`src/rtl/seven_seg_scan_driver_pkg.sv`:
```
// Shared display package for the seven-segment scan driver.
//   - Segment bit order: seg[0]=a, seg[1]=b, ... seg[6]=g (internal active-high).
//   - SEG_0..SEG_F : glyphs for hex digits, SEG_OFF : all segments dark.
//   - clog2_min1   : counter width helper that never returns zero.
package seven_seg_scan_driver_pkg;

   localparam int unsigned SEG_W = 7;
   typedef logic [SEG_W-1:0] seg_t;

   // Segment bit positions
   localparam int unsigned SEG_BIT_A = 0;
   localparam int unsigned SEG_BIT_G = 6;

   localparam seg_t SEG_0   = 7'h3F;
   localparam seg_t SEG_1   = 7'h06;
   localparam seg_t SEG_2   = 7'h5B;
   localparam seg_t SEG_3   = 7'h4F;
   localparam seg_t SEG_4   = 7'h66;
   localparam seg_t SEG_5   = 7'h6D;
   localparam seg_t SEG_6   = 7'h7D;
   localparam seg_t SEG_7   = 7'h07;
   localparam seg_t SEG_8   = 7'h7F;
   localparam seg_t SEG_9   = 7'h67;
   localparam seg_t SEG_A   = 7'h77;
   localparam seg_t SEG_B   = 7'h7C;
   localparam seg_t SEG_C   = 7'h39;
   localparam seg_t SEG_D   = 7'h5E;
   localparam seg_t SEG_E   = 7'h79;
   localparam seg_t SEG_F   = 7'h71;
   localparam seg_t SEG_OFF = 7'h00;

   // Width of a counter holding 0..v-1; at least one bit so v=1 still elaborates.
   function automatic int unsigned clog2_min1(input int unsigned v);
      return (v > 1) ? $clog2(v) : 1;
   endfunction

endpackage

```
`src/rtl/seven_seg_scan_driver_if.sv`:
```
// Display-content load bus for the seven-segment scan driver.
//   i_data  : 4*DIGITS hex nibbles, nibble k is digit k (digit 0 rightmost)
//   i_dp    : decimal point per digit
//   i_blank : force digit k fully dark
//   i_load  : one-cycle strobe capturing data/dp/blank into the shadow buffer
// Modports: master drives the bus (register/debug logic), slave is the driver.
interface seven_seg_scan_driver_if #(
   parameter int unsigned DIGITS = 4
);

   logic [4*DIGITS-1:0] i_data;
   logic [DIGITS-1:0]   i_dp;
   logic [DIGITS-1:0]   i_blank;
   logic                i_load;

   modport master (
      output i_data,
      output i_dp,
      output i_blank,
      output i_load
   );

   modport slave (
      input i_data,
      input i_dp,
      input i_blank,
      input i_load
   );

endinterface

```
`src/rtl/hex7seg_decoder.sv`:
```
// Hex-to-seven-segment decoder (combinational, active-high segments).
//   i_hex : N-bit hex value (N=4)
//   o_seg : segments, bit0=a .. bit6=g
module hex7seg_decoder
   import seven_seg_scan_driver_pkg::*;
#(
   parameter int unsigned N = 4
) (
   input  logic [N-1:0] i_hex,
   output seg_t         o_seg
);

   always_comb begin
      o_seg = SEG_OFF;
      case (i_hex)
         4'h0:    o_seg = SEG_0;
         4'h1:    o_seg = SEG_1;
         4'h2:    o_seg = SEG_2;
         4'h3:    o_seg = SEG_3;
         4'h4:    o_seg = SEG_4;
         4'h5:    o_seg = SEG_5;
         4'h6:    o_seg = SEG_6;
         4'h7:    o_seg = SEG_7;
         4'h8:    o_seg = SEG_8;
         4'h9:    o_seg = SEG_9;
         4'hA:    o_seg = SEG_A;
         4'hB:    o_seg = SEG_B;
         4'hC:    o_seg = SEG_C;
         4'hD:    o_seg = SEG_D;
         4'hE:    o_seg = SEG_E;
         4'hF:    o_seg = SEG_F;
         default: o_seg = SEG_OFF;
      endcase
   end

endmodule

```
`src/rtl/seven_seg_scan_driver_seg_scan_timer.sv`:
```
// Scan timing for the seven-segment driver.
//   i_clk, i_rst   : clock, synchronous active-high reset
//   o_idx          : digit currently being scanned (0..DIGITS-1)
//   o_dead         : high during the all-off window at the start of each slot
//   o_frame_wrap   : high on the last cycle of the last digit's slot
module seven_seg_scan_driver_seg_scan_timer
   import seven_seg_scan_driver_pkg::*;
#(
   parameter int unsigned DIGITS       = 4,
   parameter int unsigned CLK_DIV      = 50000,
   parameter int unsigned BLANK_CYCLES = 2,
   localparam int unsigned CNT_W       = clog2_min1(CLK_DIV),
   localparam int unsigned IDX_W       = clog2_min1(DIGITS)
) (
   input  logic             i_clk,
   input  logic             i_rst,
   output logic [IDX_W-1:0] o_idx,
   output logic             o_dead,
   output logic             o_frame_wrap
);

   logic [CNT_W-1:0] cnt_q;
   logic [IDX_W-1:0] idx_q;
   logic             slot_end;
   logic             last_digit;

   assign slot_end   = (cnt_q == CNT_W'(CLK_DIV - 1));
   assign last_digit = (idx_q == IDX_W'(DIGITS - 1));

   always_ff @(posedge i_clk) begin
      if (i_rst) begin
         cnt_q <= '0;
         idx_q <= '0;
      end else if (slot_end) begin
         cnt_q <= '0;
         idx_q <= last_digit ? '0 : idx_q + IDX_W'(1);
      end else begin
         cnt_q <= cnt_q + CNT_W'(1);
      end
   end

   // A zero-length dead window would make the compare constant-false.
   if (BLANK_CYCLES == 0) begin : g_no_dead
      assign o_dead = 1'b0;
   end else begin : g_dead
      assign o_dead = (cnt_q < CNT_W'(BLANK_CYCLES));
   end

   assign o_idx        = idx_q;
   assign o_frame_wrap = slot_end && last_digit;

endmodule

```
`src/rtl/seven_seg_scan_driver.sv`:
```
// Time-multiplexed seven-segment display driver with double-buffered contents.
//   i_clk, i_rst : clock, synchronous active-high reset
//   bus          : load bus (i_data, i_dp, i_blank, i_load), slave side
//   o_seg        : segments bit0=a .. bit6=g
//   o_dp         : decimal point
//   o_an         : digit enables, one-hot or all inactive
//   o_frame_tick : one-cycle pulse after the last digit's slot ends
// All outputs are registered; polarity selected by ACTIVE_LOW.
module seven_seg_scan_driver
   import seven_seg_scan_driver_pkg::*;
#(
   parameter int unsigned DIGITS       = 4,
   parameter int unsigned CLK_DIV      = 50000,
   parameter int unsigned BLANK_CYCLES = 2,
   parameter bit          ACTIVE_LOW   = 1'b1,
   parameter bit          LZ_BLANK     = 1'b1
) (
   input  logic                  i_clk,
   input  logic                  i_rst,
   seven_seg_scan_driver_if.slave bus,
   output logic [SEG_W-1:0]      o_seg,
   output logic                  o_dp,
   output logic [DIGITS-1:0]     o_an,
   output logic                  o_frame_tick
);

   localparam int unsigned IDX_W = clog2_min1(DIGITS);

   logic [IDX_W-1:0] idx;
   logic             dead;
   logic             frame_wrap;

   seven_seg_scan_driver_seg_scan_timer #(
      .DIGITS       (DIGITS),
      .CLK_DIV      (CLK_DIV),
      .BLANK_CYCLES (BLANK_CYCLES)
   ) u_timer (
      .i_clk        (i_clk),
      .i_rst        (i_rst),
      .o_idx        (idx),
      .o_dead       (dead),
      .o_frame_wrap (frame_wrap)
   );

   // Shadow / active display buffers
   logic [4*DIGITS-1:0] shadow_data_q, active_data_q;
   logic [DIGITS-1:0]   shadow_dp_q, active_dp_q;
   logic [DIGITS-1:0]   shadow_blank_q, active_blank_q;
   logic                pending_q;

   always_ff @(posedge i_clk) begin
      if (i_rst) begin
         shadow_data_q  <= '0;
         shadow_dp_q    <= '0;
         shadow_blank_q <= '0;
         active_data_q  <= '0;
         active_dp_q    <= '0;
         active_blank_q <= '0;
         pending_q      <= 1'b0;
      end else begin
         if (bus.i_load) begin
            shadow_data_q  <= bus.i_data;
            shadow_dp_q    <= bus.i_dp;
            shadow_blank_q <= bus.i_blank;
         end
         if (frame_wrap) begin
            // A load coinciding with the wrap bypasses the shadow so it is not
            // held back a whole extra frame.
            if (bus.i_load) begin
               active_data_q  <= bus.i_data;
               active_dp_q    <= bus.i_dp;
               active_blank_q <= bus.i_blank;
            end else if (pending_q) begin
               active_data_q  <= shadow_data_q;
               active_dp_q    <= shadow_dp_q;
               active_blank_q <= shadow_blank_q;
            end
            pending_q <= 1'b0;
         end else if (bus.i_load) begin
            pending_q <= 1'b1;
         end
      end
   end

   // Leading-zero mask: lz[k] set when nibble k and every higher nibble are 0.
   // Digit 0 is never included so an all-zero word still shows "0".
   logic [DIGITS-1:0] lz;
   logic              upper_zero;

   always_comb begin
      lz         = '0;
      upper_zero = 1'b1;
      for (int k = DIGITS - 1; k >= 1; k--) begin
         upper_zero = upper_zero && (active_data_q[4*k +: 4] == 4'h0);
         lz[k]      = upper_zero;
      end
   end

   logic [3:0] nibble;
   seg_t       dec_seg;

   assign nibble = active_data_q[{idx, 2'b00} +: 4];

   hex7seg_decoder #(
      .N     (4)
   ) u_dec (
      .i_hex (nibble),
      .o_seg (dec_seg)
   );

   // Next-state outputs, internal active-high
   seg_t              seg_d;
   logic              dp_d;
   logic [DIGITS-1:0] an_d;

   always_comb begin
      seg_d = SEG_OFF;
      dp_d  = 1'b0;
      an_d  = '0;
      if (!dead) begin
         an_d[idx] = 1'b1;
         if (!active_blank_q[idx]) begin
            dp_d = active_dp_q[idx];
            if (!(LZ_BLANK && lz[idx])) begin
               seg_d = dec_seg;
            end
         end
      end
   end

   logic [SEG_W-1:0]  seg_q;
   logic              dp_q;
   logic [DIGITS-1:0] an_q;
   logic              frame_tick_q;

   always_ff @(posedge i_clk) begin
      if (i_rst) begin
         seg_q        <= {SEG_W{ACTIVE_LOW}};
         dp_q         <= ACTIVE_LOW;
         an_q         <= {DIGITS{ACTIVE_LOW}};
         frame_tick_q <= 1'b0;
      end else begin
         seg_q        <= seg_d ^ {SEG_W{ACTIVE_LOW}};
         dp_q         <= dp_d ^ ACTIVE_LOW;
         an_q         <= an_d ^ {DIGITS{ACTIVE_LOW}};
         frame_tick_q <= frame_wrap;
      end
   end

   assign o_seg        = seg_q;
   assign o_dp         = dp_q;
   assign o_an         = an_q;
   assign o_frame_tick = frame_tick_q;

endmodule

```
`src/flat_wrapper.sv`:
```
// flat-port wrapper written by rule: the top's interface ports become plain ports
module seven_seg_scan_driver_flat import seven_seg_scan_driver_pkg::*;
#(
   parameter int unsigned DIGITS       = 4,
   parameter int unsigned CLK_DIV      = 50000,
   parameter int unsigned BLANK_CYCLES = 2,
   parameter bit          ACTIVE_LOW   = 1'b1,
   parameter bit          LZ_BLANK     = 1'b1
)
  (i_clk, i_rst, o_seg, o_dp, o_an, o_frame_tick, bus_i_data, bus_i_dp, bus_i_blank, bus_i_load);
  seven_seg_scan_driver_if #(.DIGITS(DIGITS)) bus_i ();
  input  logic i_clk;
  input  logic i_rst;
  output logic [SEG_W-1:0] o_seg;
  output logic o_dp;
  output logic [DIGITS-1:0] o_an;
  output logic o_frame_tick;
  input wire logic [$bits(bus_i.i_data)-1:0] bus_i_data;
  input wire logic [$bits(bus_i.i_dp)-1:0] bus_i_dp;
  input wire logic [$bits(bus_i.i_blank)-1:0] bus_i_blank;
  input wire logic [$bits(bus_i.i_load)-1:0] bus_i_load;
  assign bus_i.i_data = bus_i_data;
  assign bus_i.i_dp = bus_i_dp;
  assign bus_i.i_blank = bus_i_blank;
  assign bus_i.i_load = bus_i_load;
  seven_seg_scan_driver #(.DIGITS(DIGITS), .CLK_DIV(CLK_DIV), .BLANK_CYCLES(BLANK_CYCLES), .ACTIVE_LOW(ACTIVE_LOW), .LZ_BLANK(LZ_BLANK)) u_core (.i_clk(i_clk), .i_rst(i_rst), .bus(bus_i), .o_seg(o_seg), .o_dp(o_dp), .o_an(o_an), .o_frame_tick(o_frame_tick));
endmodule
```
`config.mk`:
```
export PLATFORM = sky130hd
export DESIGN_NAME = seven_seg_scan_driver_flat
export DESIGN_NICKNAME = d
export VERILOG_FILES = /design/src/rtl/seven_seg_scan_driver_pkg.sv /design/src/rtl/seven_seg_scan_driver_if.sv /design/src/rtl/hex7seg_decoder.sv /design/src/rtl/seven_seg_scan_driver_seg_scan_timer.sv /design/src/rtl/seven_seg_scan_driver.sv /design/src/flat_wrapper.sv
export SDC_FILE = /design/constraint.sdc
export NUM_CORES = 1
export LEC_CHECK = 0
export ABC_AREA = 0
export CAP_MARGIN = 40
export CORE_AREA = 2 2 83 85
export DETAILED_ROUTE_END_ITERATION = 10
export DIE_AREA = 0 0 85 87
export MAX_ROUTING_LAYER = met4
export PLACE_DENSITY_LB_ADDON = 0.25
export SYNTH_ARGS = -nofsm -noshare
export SYNTH_HDL_FRONTEND = slang
export SYNTH_HIERARCHICAL = 1
export SYNTH_SLANG_ARGS = --single-unit
```
`constraint.sdc`:
```
create_clock -name i_clk -period 2.7 [get_ports i_clk]
set_input_delay 0.405 -clock i_clk [delete_from_list [all_inputs] [get_ports i_clk]]
set_output_delay 0.405 -clock i_clk [all_outputs]
set_load 0.02 [all_outputs]
```
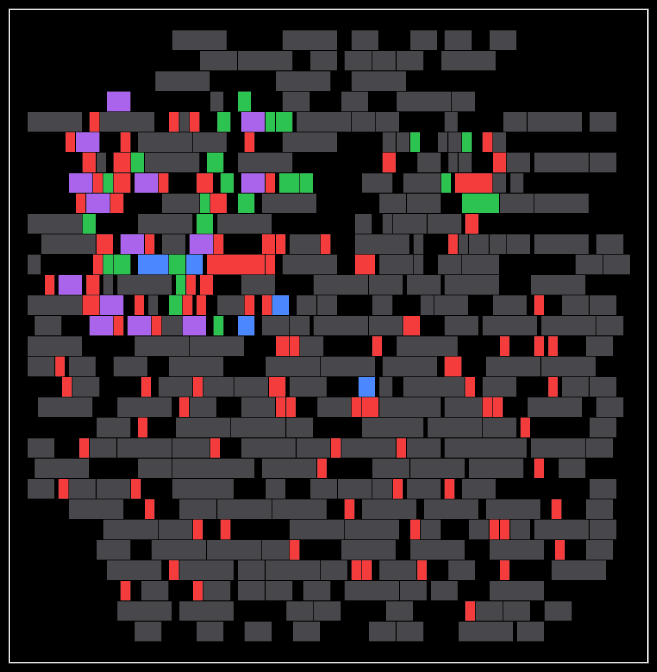
run_1/gate_families.png
family	colour	cells	most used
NAND gates	green	24	nand2_1
XOR/XNOR gates	purple	14	xnor2_1
AND and OR gates	blue	5	and2_1
NOR gates	red	97	nor2_1
Post-Layout Cell Count: 463
multi-input combinational area share: 41.1%

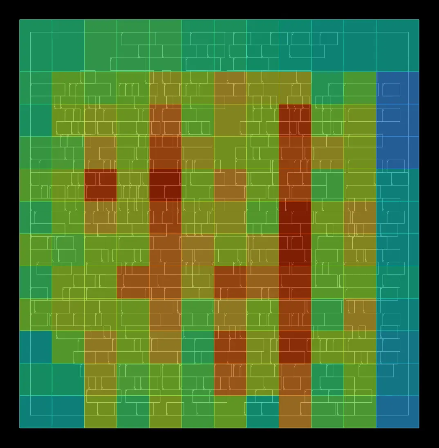
run_1/final_congestion.png
met2 track demand over resource in global routing: 31.6%
final core occ: 62.6%

==> run notes, run 1 <==
The run finished with clean final reports. Post-route period utilization is reported as 87.1%. The run gives 131 as the count of routing violations after the opening detailed-route iteration. The tools report the CTS buffer count as 9. The tools report the count of pins on the block boundary as 40.

The pre-CTS setup check shows a worst slack of 347 ps. The logs give 3.70% for the met3 usage in global routing and 1.47 nW for the leakage dissipation. The max-slew violation total from the final report was 0.

By instance count after routing, the leading logic cell types are dfxtp_1, nor2_1, clkdlybuf4s50_1. Floorplan net count: 379. The overall die height is 87 um.

The synthesis-to-finish area growth was 17.5%; the area share of and/or/nand/nor cells after synthesis was 17.0%. The fraction of layout instances using a drive strength above 1 is 15.1%. Measured in cells, the most critical reg-to-reg path has a length of 7. The highest supply drop recorded on VDD is 407 uV. With the final standard cell area without fillers at 4110 um^2, the total power is 2.40 mW.

The count of nets left with antenna violations once routing finished came out at 0. The tools report the hold-fix buffer count after cts as 0. In this run the clock root is driven by a clkbuf_8. Post-CTS repair ended up resizing 0 cells.

TritonCTS built the clock tree. For the global routing usage on met1, the log shows 23.2%. The congestion estimate from routability-driven global placement came to 0.832. Core area: 6570 um^2. Wire length of the first global-routing pass: 11100 um. Per the synth stats, the flop cell with the highest instance count is dfxtp_1.

The detailed-route vias per instance is 5.34, and the post-synthesis cell count from yosys is 343. Capturing element of the worst setup path: u_core/active_data_q[11]. The remaining global-route overflow came out at 0. Summing all multiplexer cells gives an area fraction of 11.9%. Entering global routing, the biggest net connects 51 pins.

The measured slew at the worst slew-check pin was 635 ps; the post-synthesis sequential area ratio was 45.8%. The chip area line in the Yosys stat output reads 3500 um^2. The global router's overall resource usage was 19.7%. The HPWL after detailed placement was 4460 um; the share of async-settable or async-resettable flops after synthesis was 0%. The run gives 0 for the max capacitance violation total. The cell area reported after detailed placement is 3880 um^2, and the critical path arrival is 2630 ps. The script logs the mean routed wire length per placed instance as 14.0 um.

Across all stage logs, warnings added up to 32. The top metal layer carrying routed signals is met4. The run gives 6 as the count of synthesis-stage warnings from yosys.

The worst register-to-register path ends at u_core/active_data_q[11]. After detailed placement, the design holds a cell count of 447. The run gives 0 for the remaining design rule violation count. The routed design uses 3140 um of met2 wire. The clock tree synthesis step divided the H-tree into 3 levels. The post-layout minimum cycle time works out to 2350 ps. The launch point of the worst min-delay path is recorded as i_rst.

The critical path start-end classification is register to register. Per the GRT log, the top usage layer is met2. The area fraction in full adders, half adders and majority gates was 3.22%; the initial cell density of the core was 53.3%. For the final count of negative-setup-slack endpoints, the log shows 0.

The data required time of the worst path came out at 2980 ps. The tools report the distinct cell type count after synthesis as 39. The most frequent logic cell in the layout was dfxtp_1. The buffer levels on the longest clock path is 2. The relative slew slack is 57.4%, and the number of global-route vias before repair is 2367. The detailed-router iteration count before antenna repair is 4, and the post-CTS repair timing setup buffer count is 0. The die is 85 um wide.

Looking at the worst setup and hold paths, the clock pins of their registers show a slew of 80 ps. The register-to-register path setup slack is 350 ps. The number of clock sinks came out at 80.

The origin of the critical flop-to-flop path is u_core/u_timer/cnt_q[4]. The worst hold path stage count works out to 2. The worst setup path is captured at a register. The routed length on met1 is 2900 um. Summing the areas of all compound-gate instances in the mapped netlist gives 12.7% of the synthesized area.

The number of enable flip-flop cells is 0. The tools report the endpoint with the worst hold slack as u_core/u_timer/cnt_q[2]. The total negative slack was 0 ps.

Before any placement, the netlist area is recorded as 3500 um^2. The run gives 0 as the count of endpoints failing hold in the final timing report. In this run the full chip footprint comes out at 7400 um^2.
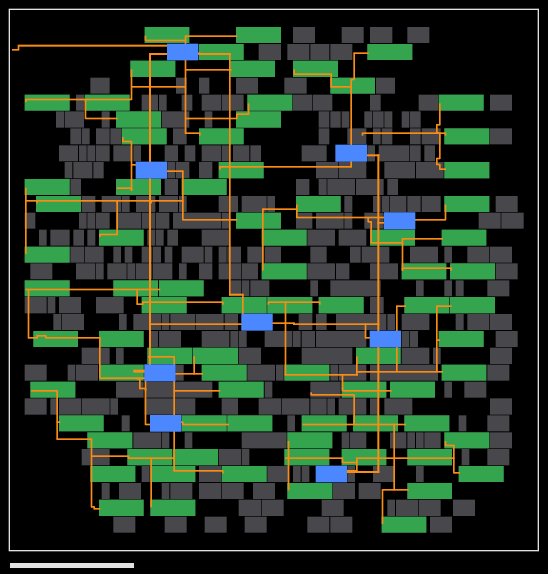
run_1/clock_map.png
Bar = 20 um.
[flip-flops] green | count: 80
[clock wires] orange | length: 965 um
[cells driving clock nets] blue | count: 9
flops lie	spread over the die
routed clock nets	10
Clock net power: 0.996 mW
Clk network pwr share: 41.6%
Latency at later pin: 350 ps
Layout Skew: 5.22 ps

-- run 1: cells in the mapped netlist (all sizes together), types with 2 or more instances --
cell type | n | area, um^2
dfxtp | 80 | 1600
nand2b | 2 | 20.0
and2 | 2 | 12.5
nor4 | 10 | 77.6
o2111ai | 7 | 61.3
buf | 16 | 148
xnor2 | 13 | 114
inv | 10 | 37.5
nand3 | 7 | 35.0
mux2 | 2 | 22.5
clkbuf | 6 | 22.5
mux2i | 28 | 280
nand4 | 5 | 31.3
nor2 | 75 | 282
a211oi | 26 | 300
a31oi | 2 | 12.5
nand2 | 9 | 33.8
a21oi | 6 | 30.0
ha | 9 | 113
nor3 | 9 | 45.0
nor2b | 2 | 20.0
mux4 | 5 | 113
o21ai | 4 | 20.0
-- run 1: sequential cells by signal, indices dropped and copies added, names as in the netlist, 2 cells and up --
signal,flops
u_core/u_timer/cnt_q,16
u_core/shadow_dp_q,4
u_core/o_an,4
u_core/shadow_blank_q,4
u_core/o_seg,7
u_core/u_timer/o_idx,2
u_core/shadow_data_q,16
u_core/active_blank_q,4
u_core/active_dp_q,4
u_core/active_data_q,16
-- run 1: worst max-delay path: stages (launching register included) --
cell	delay, ps
dfxtp_1	340
or4_4	560
nor4_4	380
and2_1	220
o21a_2	150
buf_4	320
nor2_1	100
a211oi_2	200
-- run 1: where the power goes --
part / switching, mW / internal, mW
clock: 0.446 / 0.551
sequential: 0.0125 / 1.21
combinational: 0.0874 / 0.0860
-- run 1: area by class of cell --
class | count | area [um^2]
Fill cell | 535 | 2460
Multi-Input combinational cell | 231 | 1690
Sequential cell | 80 | 1600
Timing Repair Buffer | 46 | 450
Clock buffer | 10 | 138
Tap cell | 80 | 100
Clock inverter | 6 | 91.3
Inverter | 10 | 37.5
==> run 1 -> run 2 <==
--- a/config.mk
+++ b/config.mk
@@ -9,5 +9,5 @@
 export CAP_MARGIN = 40
-export CORE_AREA = 2 2 83 85
+export CORE_AREA = 2 2 86 88
 export DETAILED_ROUTE_END_ITERATION = 10
-export DIE_AREA = 0 0 85 87
+export DIE_AREA = 0 0 88 90
 export MAX_ROUTING_LAYER = met4
@@ -16,3 +16,2 @@
 export SYNTH_HDL_FRONTEND = slang
-export SYNTH_HIERARCHICAL = 1
 export SYNTH_SLANG_ARGS = --single-unit
--- a/constraint.sdc
+++ b/constraint.sdc
@@ -3,2 +3,2 @@
 set_output_delay 0.405 -clock i_clk [all_outputs]
-set_load 0.02 [all_outputs]
+set_load 0.1 [all_outputs]
==> run notes, run 2 <==
The number of antenna diodes in the final layout is 0. Main logic family after synthesis: simple AND/OR/NAND/NOR gates. Counting only logic cells after layout, the most numerous master is dfxtp_1. Checking hold timing, the worst path is listed with class register to register. The insertion delay of the later-clocked pin in the worst-skew pair is 350 ps, and the total via count after detailed routing is 2942.

For reference, the clock transition at the flip-flops on the worst setup and hold paths is 80 ps. In this run, synthesis inferred 0 flip-flops with an integrated enable. The global route stage reports its total congestion overflow as 0. The run gives 4370 um^2 for the final standard cell area without fillers.

Compared with the post-synthesis result, the final layout area differs by 15.6%. The tools report the met3 layer wire length in the routed design as 434 um. The initial antenna violation count was 0. CTS added clock buffers totalling 9. In the layout the commonest cells are dfxtp_1, nand4_1, a21oi_1.

In this run the critical path is formed by or4_4, or4_4, o21ai_4, nor2_1. The run gives 26.6% for the global routing usage on met1. The run finished with clean final reports. Number of global-route vias before repair: 2718. Dominant synthesized flop cell: dfxtp_1. The multiplexer share of the synthesized area was 11.5%.

The maximum number of pins on one net before global-route repair is 30. The run gives 604 for the number of fillers in the final layout. In this run the most critical hold path is launched from u_core.u_timer.cnt_q[0]. The most common cell in the synthesized netlist is dfxtp_1. The root buffer cell chosen for the clock tree is clkbuf_8. The timing report shows the most common cell along the critical path to be or4_4.

The area fraction in full adders, half adders and majority gates came out at 3.31%. Top metal layer carrying routed signals: met4. For the die footprint, the log shows 7920 um^2. Critical path capture point type: a register. In this run the biggest area consumer among cell types represents 42.4% of the synthesized area. The total of buffers placed on input and output ports came out at 39.

The tools report the total wirelength of the detailed-routed design as 7500 um. The fraction of layout instances using a drive strength above 1 is 22.8%. Per the GRT log, the top usage layer is met2. The die is 90 um tall. The final count of negative-setup-slack endpoints is 0, and the met2 layer wire length in the routed design is 3410 um.

At the worst endpoint, the required time is 2930 ps. The part of the cycle the worst path needs is 87.2%, and the measured slew at the worst slew-check pin is 674 ps. The count of endpoints failing hold in the final timing report is 0, and the post-synthesis cell count from yosys is 376. The detailed router finished its first iteration with 104 violations. With the number of clock sinks at 80, the count of pins on the block boundary is 40. The run gives 5.75 for the detailed-route vias per instance. STA shows the worst reg2reg path with a cell count of 4. The critical path arrival is 2580 ps. The aoi/oai-family share of the synthesized area was 14.9%; the floorplan die width was 88 um. Counting tap cells, the placed design contains a total of 496 instances.

Per the power-grid run, VDD falls by no more than 280 uV. The script computed a power per unit cell area of 512 nW/um^2. The relative slew slack was 55.0%. Looking at the reg2reg group, the worst path starts from u_core.u_timer.cnt_q[10].

Critical path start-end classification: register to register. The routed design could run at a clock period as short as 2360 ps. The run gives 2.55% for the xor/xnor share of the synthesized area. Leakage dissipation: 1.49 nW. The H-tree was split into 3 levels. In the final routing, the length of wire on met1 measures 3490 um. The worst setup timing slack at the placement stage is 363 ps. The net count after synthesis is 413. For this run, the number of standard cells in the final layout without fillers is 512.

The run gives 31.4% as the global routing met2 resource utilization. The max-slew violation total from the final report is 0. TritonCTS built the clock tree. Setup repair after global routing left no endpoint under its margin. Once the clock tree was built, the setup fixing pass inserted 0 buffers.

The cell area reported after detailed placement is 4200 um^2, and the largest driver fanout on the critical path is 28. The total area of multi-input combinational cells came out at 1980 um^2. The startpoint kind of the worst setup timing path is a register. For hold timing, the worst endpoint is u_core.u_timer.cnt_q[0]. Across all hold checks on the routed design, the worst slack comes to 469 ps. Of the synthesized area, sequential elements account for 42.4%. The logs give 0 for the count of synthesis-stage warnings from yosys and 344 ps for the post-route worst setup slack. The synthesis run shows the most used standard cells to be dfxtp_1, nand4_1, a21oi_1. Summed over all routing layers, the global router reports a total usage of 20.7%.

The worst hold path stage count came out at 1. The first global-routing pass estimated 12800 um of wire. The registers reported with the highest flop counts are u_core.active_data_q x16, u_core.shadow_data_q x16, u_core.u_timer.cnt_q x16.

For this run, the top clock speed supported by timing is 424 MHz. Yosys reported that registers with async set or reset make up 0%. The run gives 31 as the number of placement rows. The total negative slack is 0 ps, and the number of flip-flops and latches in the synthesized netlist is 80. The area share of and/or/nand/nor cells after synthesis works out to 20.1%. Once the clock tree was built, the resizer swapped 0 gates to a different size.

The delay of the slowest critical-path stage was 780 ps. Looking at the critical path, the single cell with the biggest stage delay is or4_4. For the core area, the log shows 7020 um^2.

The congestion estimate from routability-driven global placement came to 0.878. The cell type contributing the most total cell area after synthesis was dfxtp_1. The hold-fix buffer count after cts was 0; the count of warning messages emitted by the tools was 33.

The final net count was 445; the remaining design rule violation count was 0. The tools report the max capacitance violation total as 0. For the combined area of all synthesized cells, the log shows 3780 um^2. The buffer levels on the longest clock path is 2, and the average cell area after synthesis is 10.1 um^2. The synthesized instance count is 376.

The design draws 2.24 mW. Terminus of the critical flop-to-flop path: u_core.u_timer.cnt_q[12]. The setup check on the worst reg-to-reg path leaves a slack of 340 ps.

The global routing report lists met3 layer usage as 4.22%. The run gives 53.9% as the initial cell density of the core. In the post-synthesis netlist, the biggest area contributors are dfxtp_1, mux2_2, o31ai_2, nand4_1, a21oi_1.

The detail route stage leaves a number of antenna-violating nets equal to 0. With the HPWL after detailed placement at 5060 um, the distinct cell type count after synthesis is 45. The script logs the mean routed wire length per placed instance as 14.6 um.

Before antenna repair, the detailed router went through 7 iterations. The run gives 3780 um^2 for the post-synth area from yosys stat.
run 2: cell types whose count changed in the layout (fill, tap and decap cells not counted), sizes merged, moves of 17 or more:
cell,delta
o31ai,+25
and2,+22
a211oi,-26
nand4,+28
mux2,+22
nor2,-58
buf,+17
mux2i,-25
a21oi,+24
run 2: area by class of cell:
class / count / area share, %
tap: 99 / 2.83
multi-input combinational: 255 / 45.3
timing repair buffer: 51 / 10.2
inverter: 11 / 0.944
clock inverter: 4 / 0.687
clock buffer: 12 / 3.32
sequential: 80 / 36.6
run 2: power by group:
part	internal, mW	switching [mW]	total, mW
clock	0.359	0.425	0.784
sequential	1.21	0.0116	1.23
combinational	0.0956	0.135	0.230
total	1.67	0.571	2.24
run 2: worst max path at each step:
stage | from | cells after the start | endpoint
3_5_place_dp | u_core.u_timer.cnt_q[10] | 4 | u_core.u_timer.cnt_q[12]
3_3_place_gp | u_core.u_timer.cnt_q[10] | 4 | u_core.u_timer.cnt_q[3]
2_1_floorplan | u_core.u_timer.o_idx[0] | 7 | u_core.o_seg[3]
5_1_grt | u_core.u_timer.cnt_q[10] | 4 | u_core.u_timer.cnt_q[6]
6_report | u_core.u_timer.cnt_q[10] | 4 | u_core.u_timer.cnt_q[12]
4_1_cts | u_core.u_timer.cnt_q[10] | 4 | u_core.u_timer.cnt_q[12]
run 2: worst max-delay path: cells and delay by family, from the launching register on:
family,cells,cell delay [ps]
and+or+nand+nor,3,1460
AOI/OAI and AO/OA,1,430
DFF,1,340
run 2: cells by family after synthesis:
| family | Yosys count |
|---|---|
| AND-OR/OR-AND | 73 |
| flip-flops | 80 |
| adder cells (fa/ha/maj) | 10 |
| buffers and inverters | 41 |
| AND/OR/NAND/NOR | 128 |
| multiplexers | 33 |
| XOR/XNOR | 11 |
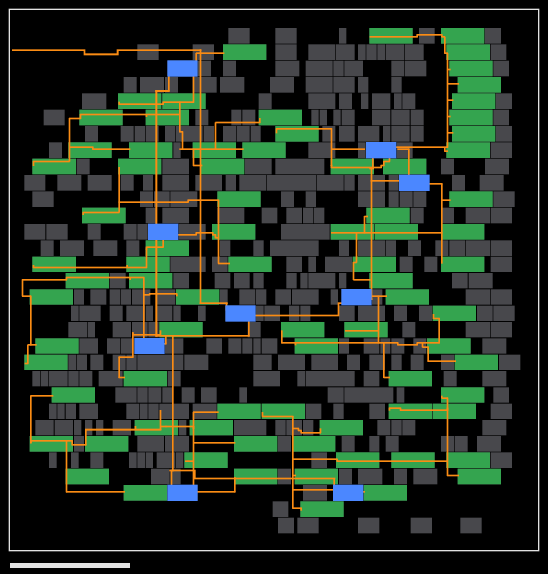
run_2/clock_map.png
Bar = 20 um.
Layout Skew: 7.44 ps
Clk network pwr share: 35.0%
Clock net power: 0.784 mW

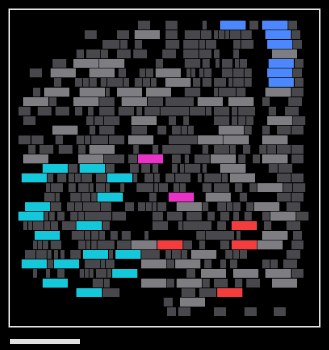
run_2/registers.png
Bar = 20 um. Other sequential cells in the stronger grey, the rest of the logic in the fainter grey.
name in the netlist	colour	placed flops
u_core.u_timer.o_idx	magenta	2
u_core.o_seg	blue	7
u_core.active_dp_q	red	4
u_core.u_timer.cnt_q	cyan	16
not coloured	51
final core occ: 62.3%
sequential cell area: 1600 um^2
Seq area share: 36.6%
power dissipated in sequential cells: 1.23 mW

No activity file was given, so power comes from the tool's default toggle rates.
